File: src/rtl/mc_main_fsm.sv
// Multi-cycle processor main control FSM: sequences fetch/decode/execute/writeback.
// Optional branch-with-link state enabled by defining MC_BRANCH_LINK_EN.
module mc_main_fsm (
  input  logic       CLK,
  input  logic       RESET,
  input  logic [1:0] Op,
  input  logic [5:0] Funct,
  input  logic       MemReady,
  output logic       IRWrite,
  output logic       NextPC,
  output logic       AdrSrc,
  output logic [1:0] ALUSrcA,
  output logic [1:0] ALUSrcB,
  output logic       ALUOp,
  output logic [1:0] ResultSrc,
  output logic       RegW,
  output logic       MemW,
  output logic       Branch,
  output logic       LinkReg,
  output logic       Undef,
  output logic [3:0] StateOut
);

  typedef enum logic [3:0] {
    FETCH  = 4'd0,  DECODE = 4'd1,  MEMADR = 4'd2,  MEMRD  = 4'd3,
    MEMWB  = 4'd4,  MEMWR  = 4'd5,  EXECR  = 4'd6,  EXECI  = 4'd7,
    ALUWB  = 4'd8,  BRANCH = 4'd9,  BL     = 4'd10, UNDEF  = 4'd11
  } state_t;

  state_t state, nextState;
  logic   irw, npc, regw, memw, br, lnk, und;

  always_ff @(posedge CLK or posedge RESET) begin
    if (RESET) state <= FETCH;
    else       state <= nextState;
  end

  always_comb begin
    nextState = FETCH;
    case (state)
      FETCH:  nextState = MemReady ? DECODE : FETCH;
      DECODE: begin
        case (Op)
          2'b00: nextState = Funct[5] ? EXECI : EXECR;
          2'b01: nextState = MEMADR;
`ifdef MC_BRANCH_LINK_EN
          2'b10: nextState = Funct[4] ? BL : BRANCH;
`else
          2'b10: nextState = BRANCH;
`endif
          default: nextState = UNDEF;
        endcase
      end
      MEMADR: nextState = Funct[0] ? MEMRD : MEMWR;
      MEMRD:  nextState = MemReady ? MEMWB : MEMRD;
      MEMWR:  nextState = MemReady ? FETCH : MEMWR;
      EXECR,
      EXECI:  nextState = ALUWB;
`ifdef MC_BRANCH_LINK_EN
      BL:     nextState = BRANCH;
`endif
      default: nextState = FETCH;
    endcase
  end

  always_comb begin
    irw       = 1'b0;
    npc       = 1'b0;
    AdrSrc    = 1'b0;
    ALUSrcA   = 2'b00;
    ALUSrcB   = 2'b00;
    ALUOp     = 1'b0;
    ResultSrc = 2'b00;
    regw      = 1'b0;
    memw      = 1'b0;
    br        = 1'b0;
    lnk       = 1'b0;
    und       = 1'b0;
    case (state)
      FETCH: begin
        ALUSrcA = 2'b01; ALUSrcB = 2'b10; ResultSrc = 2'b10;
        irw = MemReady; npc = MemReady;
      end
      DECODE: begin
        ALUSrcA = 2'b01; ALUSrcB = 2'b10; ResultSrc = 2'b10;
      end
      MEMADR: ALUSrcB = 2'b01;
      MEMRD:  AdrSrc = 1'b1;
      MEMWB:  begin ResultSrc = 2'b01; regw = 1'b1; end
      MEMWR:  begin AdrSrc = 1'b1; memw = 1'b1; end
      EXECR:  ALUOp = 1'b1;
      EXECI:  begin ALUSrcB = 2'b01; ALUOp = 1'b1; end
      ALUWB:  regw = 1'b1;
      BRANCH: begin
        ALUSrcA = 2'b10; ALUSrcB = 2'b01; ResultSrc = 2'b10; br = 1'b1;
      end
`ifdef MC_BRANCH_LINK_EN
      BL: begin
        ALUSrcA = 2'b01; ALUSrcB = 2'b10; ResultSrc = 2'b10;
        regw = 1'b1; lnk = 1'b1;
      end
`endif
      UNDEF:  und = 1'b1;
      default: ;
    endcase
  end

  // Strobes are forced low while reset is held, independent of MemReady.
  assign IRWrite  = irw  & ~RESET;
  assign NextPC   = npc  & ~RESET;
  assign RegW     = regw & ~RESET;
  assign MemW     = memw & ~RESET;
  assign Branch   = br   & ~RESET;
  assign LinkReg  = lnk  & ~RESET;
  assign Undef    = und  & ~RESET;
  assign StateOut = state;

endmodule

File: config.mk
export PLATFORM = sky130hd
export DESIGN_NAME = mc_main_fsm
export DESIGN_NICKNAME = d
export VERILOG_FILES = /design/src/rtl/mc_main_fsm.sv
export SDC_FILE = /design/constraint.sdc
export NUM_CORES = 1
export LEC_CHECK = 0
export CAP_MARGIN = 20
export CORE_AREA = 4 4 41 43
export DETAILED_ROUTE_END_ITERATION = 8
export DIE_AREA = 0 0 45 47
export PLACE_DENSITY = 0.84
export SKIP_CTS_REPAIR_TIMING = 1
export SYNTH_ARGS = -nofsm -noshare
export SYNTH_HDL_FRONTEND = slang
export SYNTH_SLANG_ARGS = --single-unit
File: constraint.sdc
create_clock -name CLK -period 2.99 [get_ports CLK]
set_clock_uncertainty 0.15 [all_clocks]
set_input_delay 0.598 -clock CLK [delete_from_list [all_inputs] [get_ports CLK]]
set_output_delay 0.598 -clock CLK [all_outputs]
set_load 0.02 [all_outputs]
Figure 1. Signal wires on met1 (run 1).
Scale bar: 10 um.
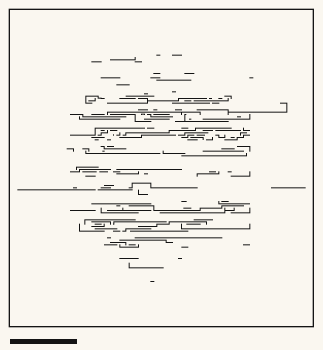
The layer carries 526 um of wire. The layer holds 44% of the routed length.

Figure 2. The metal 2 layer (run 1).
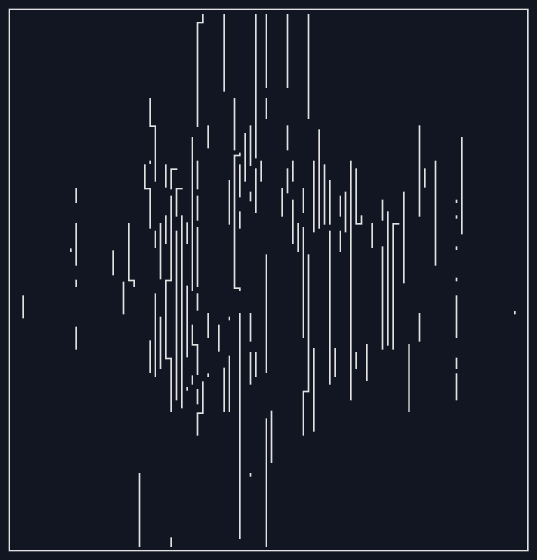
The layer carries 535 um of wire. The longest straight run is 20.7 um. 75 nets have wire on it.

Figure 3. Signal wires on met3 (run 1).
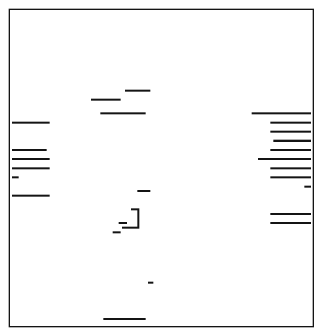
24 nets have wire on it. The longest straight run is 8.50 um.

==> qor.yml, run 1 <==
via_per_inst: 5.24
fin_cells: 95
fillers: 142
cts.reportedPaths.clkPinSlew_ns: 0.04
final_common_cell: "clkdlybuf4s50_1"
gp_congestion: 0.823
final_cell_mix: "22 x clkdlybuf4s50_1, 6 x nand2b_1, 6 x nor3_1"
ys_ff: 4
status: "finished, final reports clean"
end_kind: "primary output"
num_antenna_cells: 0
grt_pass1_wl_um: 1700
worstPathArrival_ns: 2.14
slew_headroom_pct: 62.8
clock_path_buffers: 2
area_delta_synth_final_pct: 76.2
drc_errors: 0
post-dp-hpwl_um: 874
ys_types: 26
largest_reg_flops: 4
synth.largest_area_cell: "dfrtp_1"
ant_nets: 0
cp.required_ns: 2.24
wire_per_inst_um: 12.7
tritoncts: "yes"
final.min_clock_period_ns: 2.89
critical_path.max_fanout: 2
die_area_um2: 2120
hold_path_class: "flop to flop"
setup_violations: 0
warnings: 30
crit_path_start_kind: "input pin"
power_density_nw_per_um2: 1030
antenna_found_initial: 0
leakagePower_nw: 0.303
firstDrtPassIters: 4
final_hold_viol_count: 0
die_height_um: 47
synth_stat.cells: 54
cts_root_buf: "clkbuf_4"
max_cap_viol_count: 0
core_um2: 1300
dp_slack_ns: -0.0397
fmax_ghz: 0.346
tightest_slew_ns: 0.557
overflow: 0
grt_pass1_vias: 384
total_power_mw: 0.705
fp_nets: 65
drive_above_1_share_pct: 11.3
critPathKind: "input pin to primary output"
syn_area_um2: 389
grt_max_degree: 18
postSynthSeqShare_pct: 25.7
finalMaxSlewViolations: 0
worst_slack_ns: 0.101
die_x_um: 45
track_usage_pct: 11.7
synthTopCellsByArea: "dfrtp_1 26%, nand2b_1 9.6%, nor3_1 7.7%, nor2_1 4.8%, a211o_1 4.5%"
drt-initial-drc-count: 17
ys_chip_area_um2: 389
synth_cells: 54
row_count: 13
boundaryPins: 30
cts_buffers: 3
top_cell_area_share_pct: 25.7
==> run 1: power breakdown <==
part | total, mW | switching, mW | internal, mW | leakage, nW
combinational | 0.493 | 0.255 | 0.239 | 0.237
clock | 0.0693 | 0.0242 | 0.0450 | 0.0138
sequential | 0.142 | 0.0650 | 0.0769 | 0.0515
total | 0.705 | 0.344 | 0.360 | 0.303
==> run 1: area by class of cell <==
type                    instances  area (um^2)  area share, %
well taps                      15         18.8           2.74
flip-flops and latches          4          100           14.6
multi-input cells              40          246           35.9
inverters                       4         15.0           2.19
repair buffers                 29          283           41.2
clock buffers                   3         22.5           3.28
==> run 1: worst paths after layout <==
| check | startpoint | to | slack [ns] | depth (start not counted) |
|---|---|---|---|---|
| setup / recovery | RESET | RegW | 0.10 | 6 |
| max in group asynchronous | RESET | StateOut[2] | 2.05 | 3 |
| min in group asynchronous | RESET | StateOut[0] | 0.53 | 3 |
| setup reg to reg | StateOut[2] | StateOut[2] | 1.33 | 3 |
| hold reg to reg | StateOut[1] | StateOut[1] | 0.51 | 3 |
| hold / removal | StateOut[1] | StateOut[1] | 0.51 | 3 |
==> run 1: stage by stage <==
| step | setup TNS (ns) | hold slack (ns) | instance area [um^2] | utilization [%] |
|---|---|---|---|---|
| 3_3_place_gp | -0.0588 | 0.478 | 652 | 50.1 |
| 6_report | 0 | 0.513 | 686 | 52.7 |
| 4_1_cts | -0.100 | 0.514 | 674 | 51.8 |
| 3_5_place_dp | -0.0776 | 0.508 | 652 | 50.1 |
| 2_1_floorplan | 0 | 0.223 | 389 | - |
| 5_1_grt | 0 | 0.544 | 686 | 52.7 |
==> run 1: cells by family (layout without fill, tap and decap cells) <==
family	after synthesis	in the layout	synth area share [%]
simple gates	25	25	34.4
other cells	1	1	0.964
buf+inv	10	36	12.5
compound gates	12	12	21.9
xor+xnor	2	2	4.50
flops	4	4	25.7
==> run 1: routing by layer <==
metal	GRT usage (%)	vias to the layer above	wire length [um]
li1	-	240	-
met1	14.4	223	526
met2	16.4	32	535
met3	2.30	3	118
met4	12.3	0	28
met5	0	-	0
==> run 1: cell usage after synthesis (all sizes together) <==
cell    number
nor4         1
nand2b       6
nor3         6
nor4b        1
conb         1
xnor2        1
o21ai        1
inv          4
nand2        1
a211o        2
o22ai        1
o41ai        1
nor2         5
xor2         1
buf          5
a211oi       1
a21boi       1
a21oi        3
nor2b        2
nand3        2
clkbuf       1
or3          1
dfrtp        4
o211ai       1
a221o        1
==> run 1: worst max-delay path: stages <==
cell and delay [ns]:
clkdlybuf4s50_1 0.43, inv_1 0.09, nand3_1 0.12, buf_4 0.16
a21oi_1 0.12, clkdlybuf4s50_1 0.62
Figure 4. Track usage over the die (run 1).
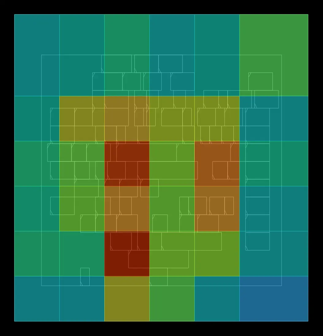

==> run 2, diff against run 1 <==
--- a/config.mk
+++ b/config.mk
@@ -5,8 +5,10 @@
 export SDC_FILE = /design/constraint.sdc
 export NUM_CORES = 1
 export LEC_CHECK = 0
+export ABC_AREA = 1
 export CAP_MARGIN = 20
 export CORE_AREA = 4 4 41 43
+export CTS_BUF_LIST = sky130_fd_sc_hd__clkbuf_4 sky130_fd_sc_hd__clkbuf_8
 export DETAILED_ROUTE_END_ITERATION = 8
 export DIE_AREA = 0 0 45 47
 export PLACE_DENSITY = 0.84
@@ -14,3 +16,4 @@
 export SYNTH_ARGS = -nofsm -noshare
 export SYNTH_HDL_FRONTEND = slang
 export SYNTH_SLANG_ARGS = --single-unit
+export TNS_END_PERCENT = 30
Figure 5. Track usage over the die (run 2).
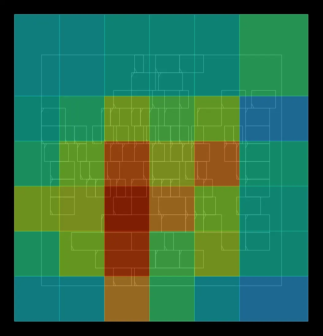
GR Layer Usage met1: 14.7%
met2 usage: 21.5%
met3 Usage GRT: 3.07%
Routed wire per std cell: 10.9 um

Figure 6. Signal wires on met1 (run 2).
Scale bar: 10 um.
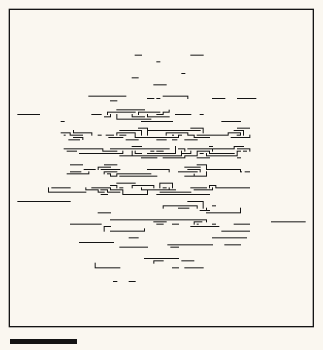
The wires run mostly horizontal. The longest straight run is 14.3 um. The layer holds 41% of the routed length. The layer carries 461 um of wire. 77 nets have wire on it.

==> run 2 against run 1 <==
Against the previous run:
- synthesized cell count is 17% higher
- sequential power fell by 18%
- global-route usage increased by 0.96 points
- non-clock buffer count decreased by 5
- via count shrank 4.6%
- worst setup slack better by 0.085 ns
- hold slack better by 0.022 ns
- utilization fell by 2.4 points
- register-to-register slack improved by 0.33 ns
- flip-flop count unchanged
- largest cell class unchanged
- highest routed layer unchanged
==> qor.yml, run 2 <==
worstPathArrival_ns: 2.06  # was 2.14 ns
post-dp-hpwl_um: 912  # was 874 um
final_common_cell: "clkdlybuf4s50_1"  # unchanged
top_cell_area_share_pct: 25.8  # was 25.7%
end_kind: "primary output"  # unchanged
finalMaxSlewViolations: 0  # unchanged
cp.required_ns: 2.24  # about the same
track_usage_pct: 12.7  # was 11.7%
drive_above_1_share_pct: 13.6  # was 11.3%
area_delta_synth_final_pct: 68.7  # was 76.2%
via_per_inst: 4.61  # was 5.24
final.min_clock_period_ns: 2.80  # was 2.89 ns
die_height_um: 47  # unchanged
most_common_cell: "nor2_1"
cp_top_family: "buffers and inverters"  # unchanged
drc_errors: 0  # unchanged
ys_types: 19  # was 26
antenna_found_initial: 0  # unchanged
ff_type: "dfrtp_1"  # unchanged
cp.buffers_inverters: 2  # was 4
cp_slowest_stage_delay_ns: 0.64  # was 0.62 ns
cp_cell_sequence: "clkdlybuf4s50_1 > nand2_1 > nor3_1 > clkdlybuf4s50_1"  # was clkdlybuf4s50_1 > inv_1 > nand3_1 > buf_4 > a21oi_1 > clkdlybuf4s50_1
tns_ns: 0  # unchanged
final_hold_viol_count: 0  # unchanged
row_count: 13  # unchanged
gp_congestion: 0.875  # was 0.823
grt_max_degree: 11  # was 18
boundaryPins: 30  # unchanged
cts_root_buf: "clkbuf_4"  # unchanged
overflow: 0  # unchanged
critPathKind: "input pin to primary output"  # unchanged
max_cap_viol_count: 0  # unchanged
num_antenna_cells: 0  # unchanged
warnings: 30  # unchanged
die_area_um2: 2120  # unchanged
synth_stat.cells: 63  # was 54
critical_path.max_fanout: 4  # was 2
power_density_nw_per_um2: 1030  # about the same
largest_reg_flops: 4  # unchanged
fmax_ghz: 0.357  # was 0.346 GHz
crit_path_start_kind: "input pin"  # unchanged
leakagePower_nw: 0.299  # was 0.303 nW
hold_path_class: "flop to flop"  # unchanged
status: "finished, final reports clean"  # unchanged
Figure 7. The metal 2 layer (run 2).
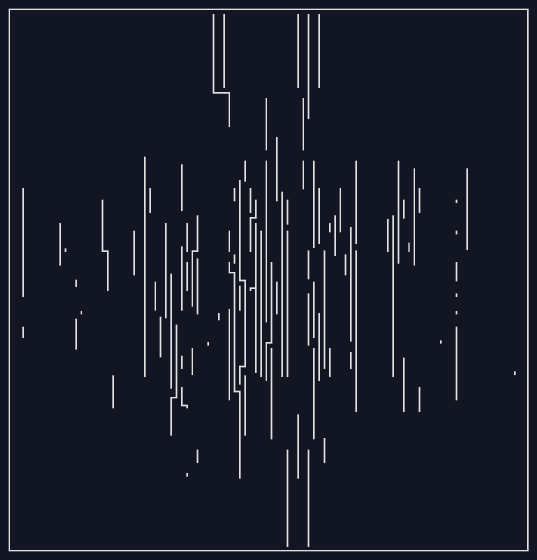
The wires run mostly vertical. The layer holds 45% of the routed length. The layer carries 510 um of wire. The longest straight run is 19.0 um. 75 nets have wire on it.
routed via count: 475
Routed WL: 1120 um

==> run 2: cell types whose count changed in the layout (fill, tap and decap cells not counted), moves of 3 or more <==
cell	change
inv_2	+3
nand3_1	+5
nand2_1	+9
nand2b_1	-6
nor3_1	-4
buf_4	-5
inv_1	+4
nor2_1	+7
==> run 2: worst register-to-register path, cell delays in order, from the launching register on <==
cell,delay [ns]
dfrtp_1,0.47
nand2_1,0.20
clkinv_2,0.10
nand3_2,0.08
nand2_1,0.05
nor2_1,0.08
nand2_1,0.08
==> run 2: metal layers <==
metal  track usage (%)  routed length, um  share of wire (%)
met1              14.7                460                 41
met5                 0                  0                  0
met4              7.02                 23                2.0
met2              21.5                510                 45
met3              3.07                128                 11
==> run 2: worst paths after layout <==
kind,endpoint,start,slack (ns),cells past startpoint
max,NextPC,MemReady,0.19,4
min,StateOut[1],StateOut[0],0.53,3
max reg2reg,StateOut[0],StateOut[1],1.66,6
min reg2reg,StateOut[1],StateOut[0],0.53,3
max in group asynchronous,StateOut[3],RESET,1.97,2
min in group asynchronous,StateOut[0],RESET,0.56,2
==> run 2: kinds of logic after synthesis <==
kind of cell	count (synthesis)	share of synthesized area, %
buffers and inverters	14	15.8
flip-flops	4	25.8
other	1	0.967
AND-OR/OR-AND	7	11.3
AND/OR/NAND/NOR	37	46.1
==> run 2: per-stage QoR <==
stage          hold WS, ns  util, %  cell area [um^2]  std cells  setup slack (ns)
6_report             0.534     50.3               654        103             0.186
5_1_grt              0.576     50.3               654        103            0.0744
4_1_cts              0.525     50.3               654        103             0.171
3_5_place_dp         0.514     48.6               632        100             0.172
3_3_place_gp         0.511     48.6               632        100             0.184
2_1_floorplan        0.214        -               388         63             0.636
==> run 2: cell type report <==
class | count | area [um^2] | share of cell area (%)
repair buffers | 24 | 240 | 36.7
multi-input cells | 45 | 226 | 34.6
flip-flops and latches | 4 | 100 | 15.3
inverters | 12 | 46.3 | 7.07
clock buffers | 3 | 22.5 | 3.44
well taps | 15 | 18.8 | 2.87
==> run 2: where the power goes <==
part / leakage [nW] / switching [mW] / internal [mW] / total [mW]
sequential: 0.0519 / 0.0392 / 0.0768 / 0.116
clock: 0.0138 / 0.0231 / 0.0449 / 0.0680
combinational: 0.233 / 0.285 / 0.208 / 0.493
Power is estimated from default activity; no workload was simulated.
